===== src/rtl/writeback_arbiter_pkg.sv =====
// Shared definitions for the writeback arbiter slice.
// Provides the register-address width, the register count, the hardwired
// zero register and the grant encoding used by the round-robin pointer.
package writeback_arbiter_pkg;

  localparam int unsigned REG_ADDR_W = 5;
  localparam int unsigned NUM_REGS   = 32;
  localparam logic [REG_ADDR_W-1:0] ZERO_REG = '0;

  // Port currently holding priority on a tie.
  typedef enum logic {
    GRANT_ALU = 1'b0,
    GRANT_LSU = 1'b1
  } grant_e;

endpackage


===== src/rtl/wb_scoreboard.sv =====
// Pending-write scoreboard for long-latency destinations.
// Holds one pending bit per architectural register (bit 0 is always 0).
// Ports:
//   clk, rst              clock, synchronous active-high reset
//   issue_valid/issue_rd  reservation request and its destination
//   issue_ready           low while the requested destination is already pending
//   clr_en/clr_rd         completed long-latency writeback releasing a destination
//   rs1, rs2              source registers queried for hazards
//   busy_rs1, busy_rs2    registered pending state of the queried sources
module wb_scoreboard
  import writeback_arbiter_pkg::*;
(
  input  logic                  clk,
  input  logic                  rst,
  input  logic                  issue_valid,
  input  logic [REG_ADDR_W-1:0] issue_rd,
  output logic                  issue_ready,
  input  logic                  clr_en,
  input  logic [REG_ADDR_W-1:0] clr_rd,
  input  logic [REG_ADDR_W-1:0] rs1,
  input  logic [REG_ADDR_W-1:0] rs2,
  output logic                  busy_rs1,
  output logic                  busy_rs2
);

  logic [NUM_REGS-1:0] pending;
  logic [NUM_REGS-1:0] pending_d;
  logic [NUM_REGS-1:0] set_mask;
  logic [NUM_REGS-1:0] clr_mask;
  logic                set_en;

  assign issue_ready = !(pending[issue_rd] && (issue_rd != ZERO_REG));
  assign set_en      = issue_valid && issue_ready && (issue_rd != ZERO_REG);

  // Clear is applied before set so a same-cycle reservation survives.
  always_comb begin
    set_mask = '0;
    clr_mask = '0;
    if (set_en) set_mask[issue_rd] = 1'b1;
    if (clr_en) clr_mask[clr_rd]   = 1'b1;
    pending_d    = (pending & ~clr_mask) | set_mask;
    pending_d[0] = 1'b0;
  end

  always_ff @(posedge clk) begin
    if (rst) pending <= '0;
    else     pending <= pending_d;
  end

  assign busy_rs1 = pending[rs1];
  assign busy_rs2 = pending[rs2];

endmodule


===== src/rtl/writeback_arbiter.sv =====
// Writeback arbiter: merges the single-cycle (alu) and long-latency (lsu)
// result streams onto one register-file write port with round-robin
// arbitration, and tracks outstanding long-latency destinations.
// Optional feature: define WB_BYPASS_EN to add write-port forwarding onto
// the register-file read data (rf_data1/2 -> fwd_data1/2).
// Ports:
//   clk, rst                         clock, synchronous active-high reset
//   alu_valid/alu_ready/alu_rd/alu_data   single-cycle result handshake
//   lsu_valid/lsu_ready/lsu_rd/lsu_data   long-latency result handshake
//   issue_valid/issue_ready/issue_rd      long-latency destination reservation
//   rs1, rs2 / busy_rs1, busy_rs2         hazard query
//   wb_rd, wb_data, wb_we                 register-file write port (1-cycle latency)
module writeback_arbiter
  import writeback_arbiter_pkg::*;
#(
  parameter int unsigned N = 32
) (
  input  logic                  clk,
  input  logic                  rst,
  input  logic                  alu_valid,
  output logic                  alu_ready,
  input  logic [REG_ADDR_W-1:0] alu_rd,
  input  logic [N-1:0]          alu_data,
  input  logic                  lsu_valid,
  output logic                  lsu_ready,
  input  logic [REG_ADDR_W-1:0] lsu_rd,
  input  logic [N-1:0]          lsu_data,
  input  logic                  issue_valid,
  output logic                  issue_ready,
  input  logic [REG_ADDR_W-1:0] issue_rd,
  input  logic [REG_ADDR_W-1:0] rs1,
  input  logic [REG_ADDR_W-1:0] rs2,
  output logic                  busy_rs1,
  output logic                  busy_rs2,
`ifdef WB_BYPASS_EN
  input  logic [N-1:0]          rf_data1,
  input  logic [N-1:0]          rf_data2,
  output logic [N-1:0]          fwd_data1,
  output logic [N-1:0]          fwd_data2,
`endif
  output logic [REG_ADDR_W-1:0] wb_rd,
  output logic [N-1:0]          wb_data,
  output logic                  wb_we
);

  grant_e prio_q;
  grant_e prio_d;
  logic   alu_fire;
  logic   lsu_fire;

  assign alu_fire = alu_valid && alu_ready;
  assign lsu_fire = lsu_valid && lsu_ready;

  // Priority register.
  always_ff @(posedge clk) begin
    if (rst) prio_q <= GRANT_ALU;
    else     prio_q <= prio_d;
  end

  // Priority passes to the port that did not win the last grant.
  always_comb begin
    prio_d = prio_q;
    if (alu_fire)      prio_d = GRANT_LSU;
    else if (lsu_fire) prio_d = GRANT_ALU;
  end

  // Grant outputs.
  always_comb begin
    alu_ready = alu_valid && (!lsu_valid || (prio_q == GRANT_ALU));
    lsu_ready = lsu_valid && (!alu_valid || (prio_q == GRANT_LSU));
  end

  always_ff @(posedge clk) begin
    if (rst) begin
      wb_we   <= 1'b0;
      wb_rd   <= '0;
      wb_data <= '0;
    end else begin
      wb_we <= 1'b0;
      if (alu_fire) begin
        wb_rd   <= alu_rd;
        wb_data <= alu_data;
        wb_we   <= (alu_rd != ZERO_REG);
      end else if (lsu_fire) begin
        wb_rd   <= lsu_rd;
        wb_data <= lsu_data;
        wb_we   <= (lsu_rd != ZERO_REG);
      end
    end
  end

  wb_scoreboard u_scoreboard (
    .clk         (clk),
    .rst         (rst),
    .issue_valid (issue_valid),
    .issue_rd    (issue_rd),
    .issue_ready (issue_ready),
    .clr_en      (lsu_fire),
    .clr_rd      (lsu_rd),
    .rs1         (rs1),
    .rs2         (rs2),
    .busy_rs1    (busy_rs1),
    .busy_rs2    (busy_rs2)
  );

`ifdef WB_BYPASS_EN
  always_comb begin
    fwd_data1 = rf_data1;
    fwd_data2 = rf_data2;
    if (wb_we && (wb_rd == rs1) && (rs1 != ZERO_REG)) fwd_data1 = wb_data;
    if (wb_we && (wb_rd == rs2) && (rs2 != ZERO_REG)) fwd_data2 = wb_data;
  end
`endif

endmodule


===== config.mk =====
export PLATFORM = sky130hd
export DESIGN_NAME = writeback_arbiter
export DESIGN_NICKNAME = d
export VERILOG_FILES = /design/src/rtl/writeback_arbiter_pkg.sv /design/src/rtl/wb_scoreboard.sv /design/src/rtl/writeback_arbiter.sv
export SDC_FILE = /design/constraint.sdc
export NUM_CORES = 1
export LEC_CHECK = 0
export CORE_ASPECT_RATIO = 0.9
export CORE_MARGIN = 10
export CORE_UTILIZATION = 48
export CTS_BUF_LIST = sky130_fd_sc_hd__clkbuf_2 sky130_fd_sc_hd__clkbuf_4 sky130_fd_sc_hd__clkbuf_8
export DETAILED_ROUTE_END_ITERATION = 6
export PLACE_DENSITY = 0.89
export SYNTH_ARGS = -nofsm -noshare
export SYNTH_HDL_FRONTEND = slang
export SYNTH_HIERARCHICAL = 1
export SYNTH_SLANG_ARGS = --single-unit

===== constraint.sdc =====
create_clock -name clk -period 2.67 [get_ports clk]
set_input_delay 0.534 -clock clk [delete_from_list [all_inputs] [get_ports clk]]
set_output_delay 0.534 -clock clk [all_outputs]
set_load 0.03 [all_outputs]

### Clock wires, drivers and flops, run 1

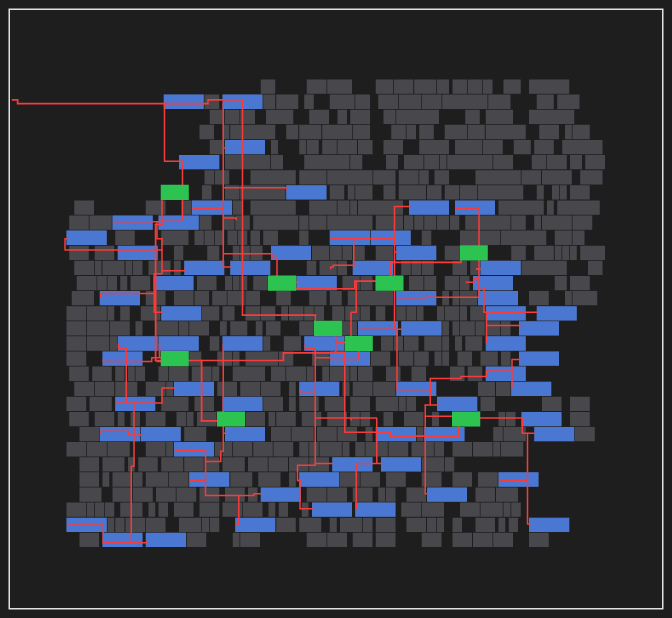
- clock drivers: green (count 9)
- clock wires: red (length 914 um)
- flip-flops: blue (count 70)
- routed clock nets: 10
Late-Pin Clk Latency: 0.35 ns
clock skew: 0.009990 ns
Clock Power: 799 uW
clock share of power: 30.1%

### Cells by drive strength, run 1

The bar under the picture is 20 um long.
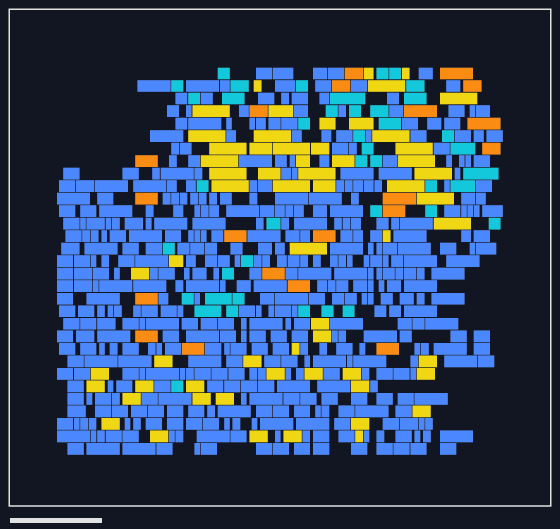
- _2 cells: yellow (cells 60)
- _0 and _1 cells: blue (cells 459)
- _6 and larger: orange (cells 20)
- _3 and _4 cells: cyan (cells 42)

### Clock wiring as the flow saved it, run 1

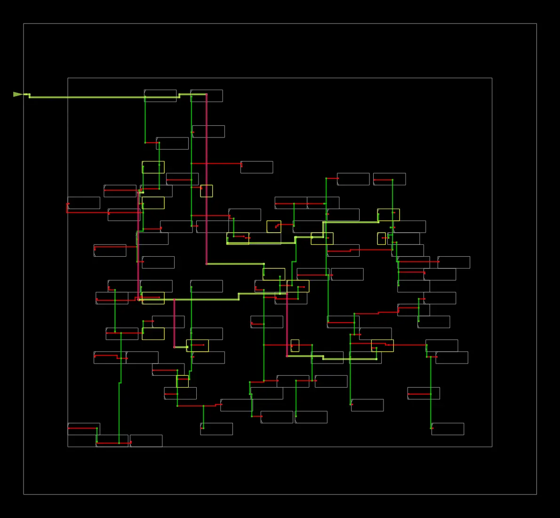
clock buffers: 11
clock sinks: 70

### Met4 routing, run 1

The bar under the picture is 20 um long.
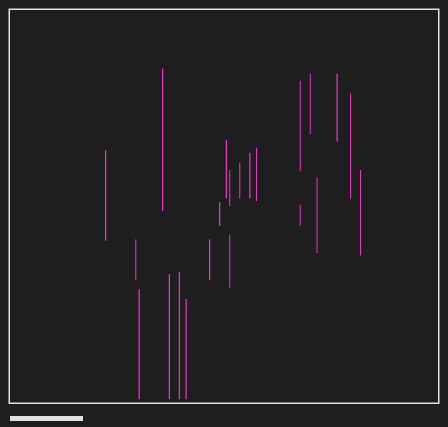
- nets with wire on the layer: 19
- main direction: vertical
- share of all routed wire: 2.9%
total number of vias: 4,278
routed wire length: 14,640 um

==> impl_metrics.py, run 1 <==
# Flow results
metrics = {
    "worst_hold_path": {
        "min_to": "u_scoreboard/pending[10]$_SDFF_PP0_",
        "hp-class": "reg2reg",
        "holdCritStartpoint": "u_scoreboard/pending[10]$_SDFF_PP0_",
    },
    "power": {
        "p_int_mw": 1.850,
        "p_total_mw": 2.659,
        "p_comb_share_pct": 27.2,
        "seq-power_mw": 1.14,
    },
    "setup_path": {
        "r2r_setup_slack_ns": 0.77,
        "max_stage_delay_ns": 0.41,
        "slowest_stage": "clkdlybuf4s50_1",
        "worstSetupPathType": "in2out",
        "worstReg2RegStart": "u_scoreboard/pending[5]$_SDFF_PP0_",
        "critPathTopFamily": "buffers and inverters",
    },
    "cts": {
        "hold_buffers": 0,
        "cts_tree": "built",
    },
    "final_layout": {
        "top_register": "wb_data",
        "antennaDiodeCount": 0,
        "nNonClkInverters": 4,
        "top_area_cell_class": "logic gates",
        "layout.cells.non_filler": 696,
        "buffers_excl_clock": 168,
        "final-clk-cell-share_pct": 3.108,
    },
    "status": {
        "run_status": "finished clean",
    },
    "synthesis": {
        "synth_area_per_cell_um2": 9.417,
        "topCellsByArea": "dfxtp_1, mux4_2, o221a_2, nor2_1, nor3_1",
        "top_cell": "dfxtp_1",
        "mux_share_pct": 15.73,
        "synth-compound-area-share_pct": 20.46,
    },
    "place": {
        "hpwlAfterDp_um": 10850,
        "place_inst": 678,
    },
    "detailed_routing": {
        "wl_per_cell_um": 21.03,
        "drc_errors": 0,
        "top_layer": "met4",
    },
    "global_routing": {
        "top_usage_layer": "met2",
    },
    "die": {
        "tap_cells": 115,
        "fp.dieW_um": 117.4,
    },
    "final_timing": {
        "slew_headroom_pct": 57.35,
        "layout_setup_ws_ns": 0.03715,
    },
}
--- run 2 (diff from run 1) ---
--- a/config.mk
+++ b/config.mk
@@ -5,7 +5,6 @@
 export SDC_FILE = /design/constraint.sdc
 export NUM_CORES = 1
 export LEC_CHECK = 0
-export CORE_ASPECT_RATIO = 0.9
 export CORE_MARGIN = 10
 export CORE_UTILIZATION = 48
 export CTS_BUF_LIST = sky130_fd_sc_hd__clkbuf_2 sky130_fd_sc_hd__clkbuf_4 sky130_fd_sc_hd__clkbuf_8
### Cells by drive strength, run 2

The bar under the picture is 20 um long.
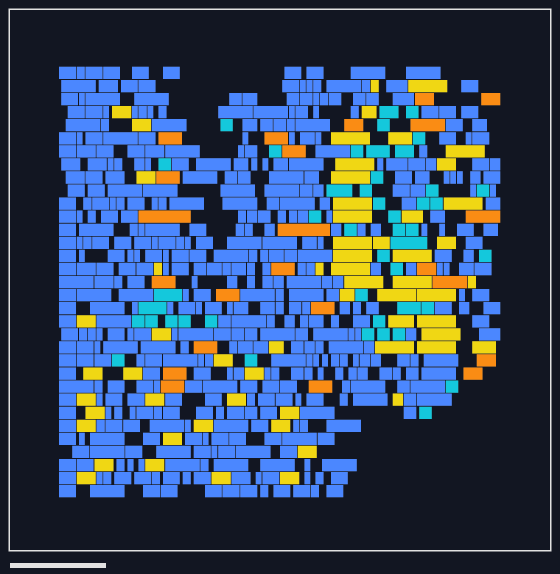
- _2 cells: yellow (cells 59)
- _0 and _1 cells: blue (cells 463)
- _3 and _4 cells: cyan (cells 45)
- _6 and larger: orange (cells 23)

==> impl_metrics.py, run 2 <==
# Flow results
metrics = {
    "die": {
        "fp.dieW_um": 112.4,
        "tap_cells": 105,
    },
    "setup_path": {
        "worstSetupPathType": "in2out",
        "slowest_stage": "clkdlybuf4s50_1",
        "max_stage_delay_ns": 0.61,
        "worstReg2RegStart": "u_scoreboard/pending[31]$_SDFF_PP0_",
        "r2r_setup_slack_ns": 0.77,
        "rr_worst_depth": 6,
        "critPathTopFamily": "buffers and inverters",
    },
    "detailed_routing": {
        "wl_um": 15470,
        "vias": 4358,
        "wl_per_cell_um": 22.26,
        "drt_pass1_iterations": 5,
    },
    "worst_hold_path": {
        "min_to": "u_scoreboard/pending[11]$_SDFF_PP0_",
        "hp-class": "reg2reg",
        "holdCritStartpoint": "u_scoreboard/pending[11]$_SDFF_PP0_",
    },
    "final_layout": {
        "buffers_excl_clock": 177,
        "top_register": "wb_data",
        "antennaDiodeCount": 0,
        "comb_cells": 323,
        "top_area_cell_class": "logic gates",
        "final-clk-cell-share_pct": 3.950,
    },
    "synthesis": {
        "topCellsByArea": "dfxtp_1, mux4_2, o221a_2, nor2_1, nor3_1",
        "mux_share_pct": 15.73,
        "synth_area_per_cell_um2": 9.417,
        "async_reset_ff_share_pct": 0,
        "synthDistinctLibCells": 46,
        "synth-compound-area-share_pct": 20.46,
        "ys.flops": 70,
        "top_cell": "dfxtp_1",
    },
    "cts": {
        "hold_buffers": 0,
        "post_cts_resized": 10,
        "cts.sinks": 70,
        "cts_tree": "built",
    },
    "power": {
        "p_comb_share_pct": 25.5,
        "seq-power_mw": 1.14,
        "p_clk_share_pct": 35.1,
        "p_int_mw": 2.080,
        "comb_power_uw": 735,
        "p_total_mw": 2.884,
    },
    "place": {
        "hpwlAfterDp_um": 11520,
        "place_inst": 670,
    },
    "global_routing": {
        "antenna_found_initial": 0,
        "top_usage_layer": "met2",
    },
    "final_timing": {
        "slew_headroom_pct": 61.51,
        "layout_setup_ws_ns": 0.09540,
    },
    "status": {
        "run_status": "finished clean",
    },
}
### Clock wiring as the flow saved it, run 2

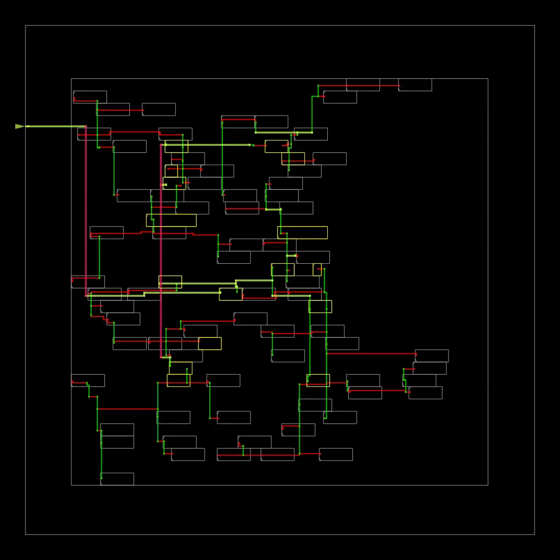
clock skew: 0.01182 ns
Late-Pin Clk Latency: 0.34 ns
Num CTS Buffers: 9
clock buffers: 13
Clock Power: 1.01 mW

--- run 3 (diff from run 2) ---
--- a/config.mk
+++ b/config.mk
@@ -5,11 +5,12 @@
 export SDC_FILE = /design/constraint.sdc
 export NUM_CORES = 1
 export LEC_CHECK = 0
-export CORE_MARGIN = 10
 export CORE_UTILIZATION = 48
 export CTS_BUF_LIST = sky130_fd_sc_hd__clkbuf_2 sky130_fd_sc_hd__clkbuf_4 sky130_fd_sc_hd__clkbuf_8
 export DETAILED_ROUTE_END_ITERATION = 6
+export HOLD_SLACK_MARGIN = 0.02
 export PLACE_DENSITY = 0.89
+export SKIP_LAST_GASP = 1
 export SYNTH_ARGS = -nofsm -noshare
 export SYNTH_HDL_FRONTEND = slang
 export SYNTH_HIERARCHICAL = 1
### Cells by drive strength, run 3

The bar under the picture is 20 um long.
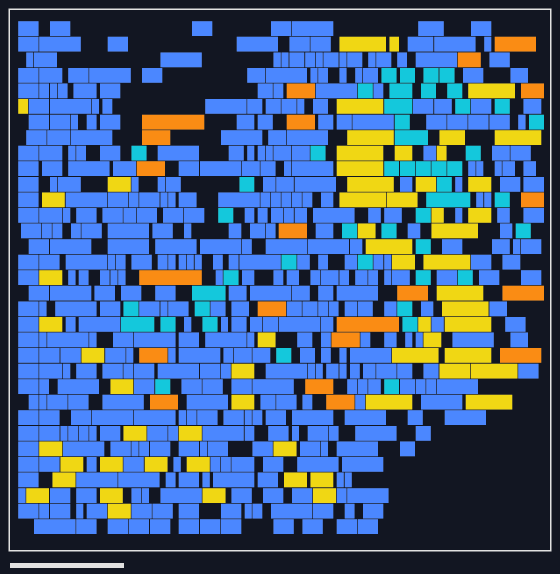
- _0 and _1 cells: blue (cells 463)
- _6 and larger: orange (cells 21)
- _2 cells: yellow (cells 60)
- _3 and _4 cells: cyan (cells 48)
non-clock buffer count: 179
fin area: 6038 um^2

==> impl_metrics.py, run 3 <==
# Flow results
metrics = {
    "final_layout": {
        "antennaDiodeCount": 0,
        "layout.cells.non_filler": 697,
        "nNonClkInverters": 4,
        "top_register": "wb_data",
        "final-clk-cell-share_pct": 4.248,
        "clock_buffers": 11,
        "comb_cells": 323,
    },
    "final_timing": {
        "slew_headroom_pct": 58.79,
    },
    "synthesis": {
        "topCellsByArea": "dfxtp_1, mux4_2, o221a_2, nor2_1, nor3_1",
        "synthDistinctLibCells": 46,
        "synth-compound-area-share_pct": 20.46,
        "async_reset_ff_share_pct": 0,
        "ys.flops": 70,
        "mux_share_pct": 15.73,
    },
    "place": {
        "hpwlAfterDp_um": 9947,
        "place_inst": 670,
    },
    "cts": {
        "cts.sinks": 70,
        "numCtsBuffers": 9,
        "hold_buffers": 0,
    },
    "setup_path": {
        "worstSetupPathType": "in2out",
        "worstReg2RegStart": "u_scoreboard/pending[6]$_SDFF_PP0_",
        "slowest_stage": "mux4_2",
        "critPathTopFamily": "buffers and inverters",
        "rr_worst_depth": 6,
        "max_stage_delay_ns": 0.33,
    },
    "detailed_routing": {
        "wl_per_cell_um": 19.75,
        "drt_pass1_iterations": 5,
        "wl_um": 13770,
        "vias": 4362,
        "drc_errors": 0,
    },
    "status": {
        "run_status": "finished clean",
    },
    "power": {
        "comb_power_uw": 725,
        "p_total_mw": 2.946,
        "p_comb_share_pct": 24.6,
    },
    "global_routing": {
        "antenna_found_initial": 0,
    },
}
### Clock wires, drivers and flops, run 3

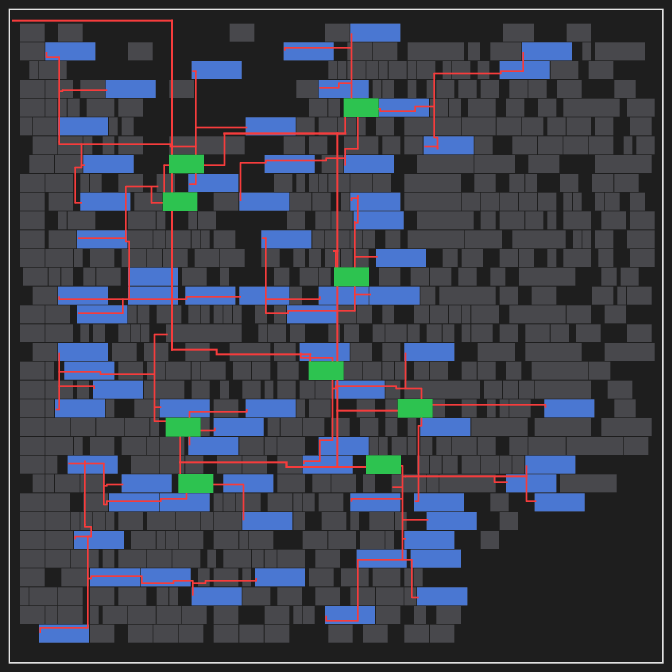
- flip-flops: blue (count 70)
- clock drivers: green (count 9)
- clock wires: red (length 877 um)
- routed clock nets: 10
clock share of power: 36.8%
Clock Power: 1.08 mW
clock skew: 0.008591 ns

Power is estimated from default activity; no workload was simulated.
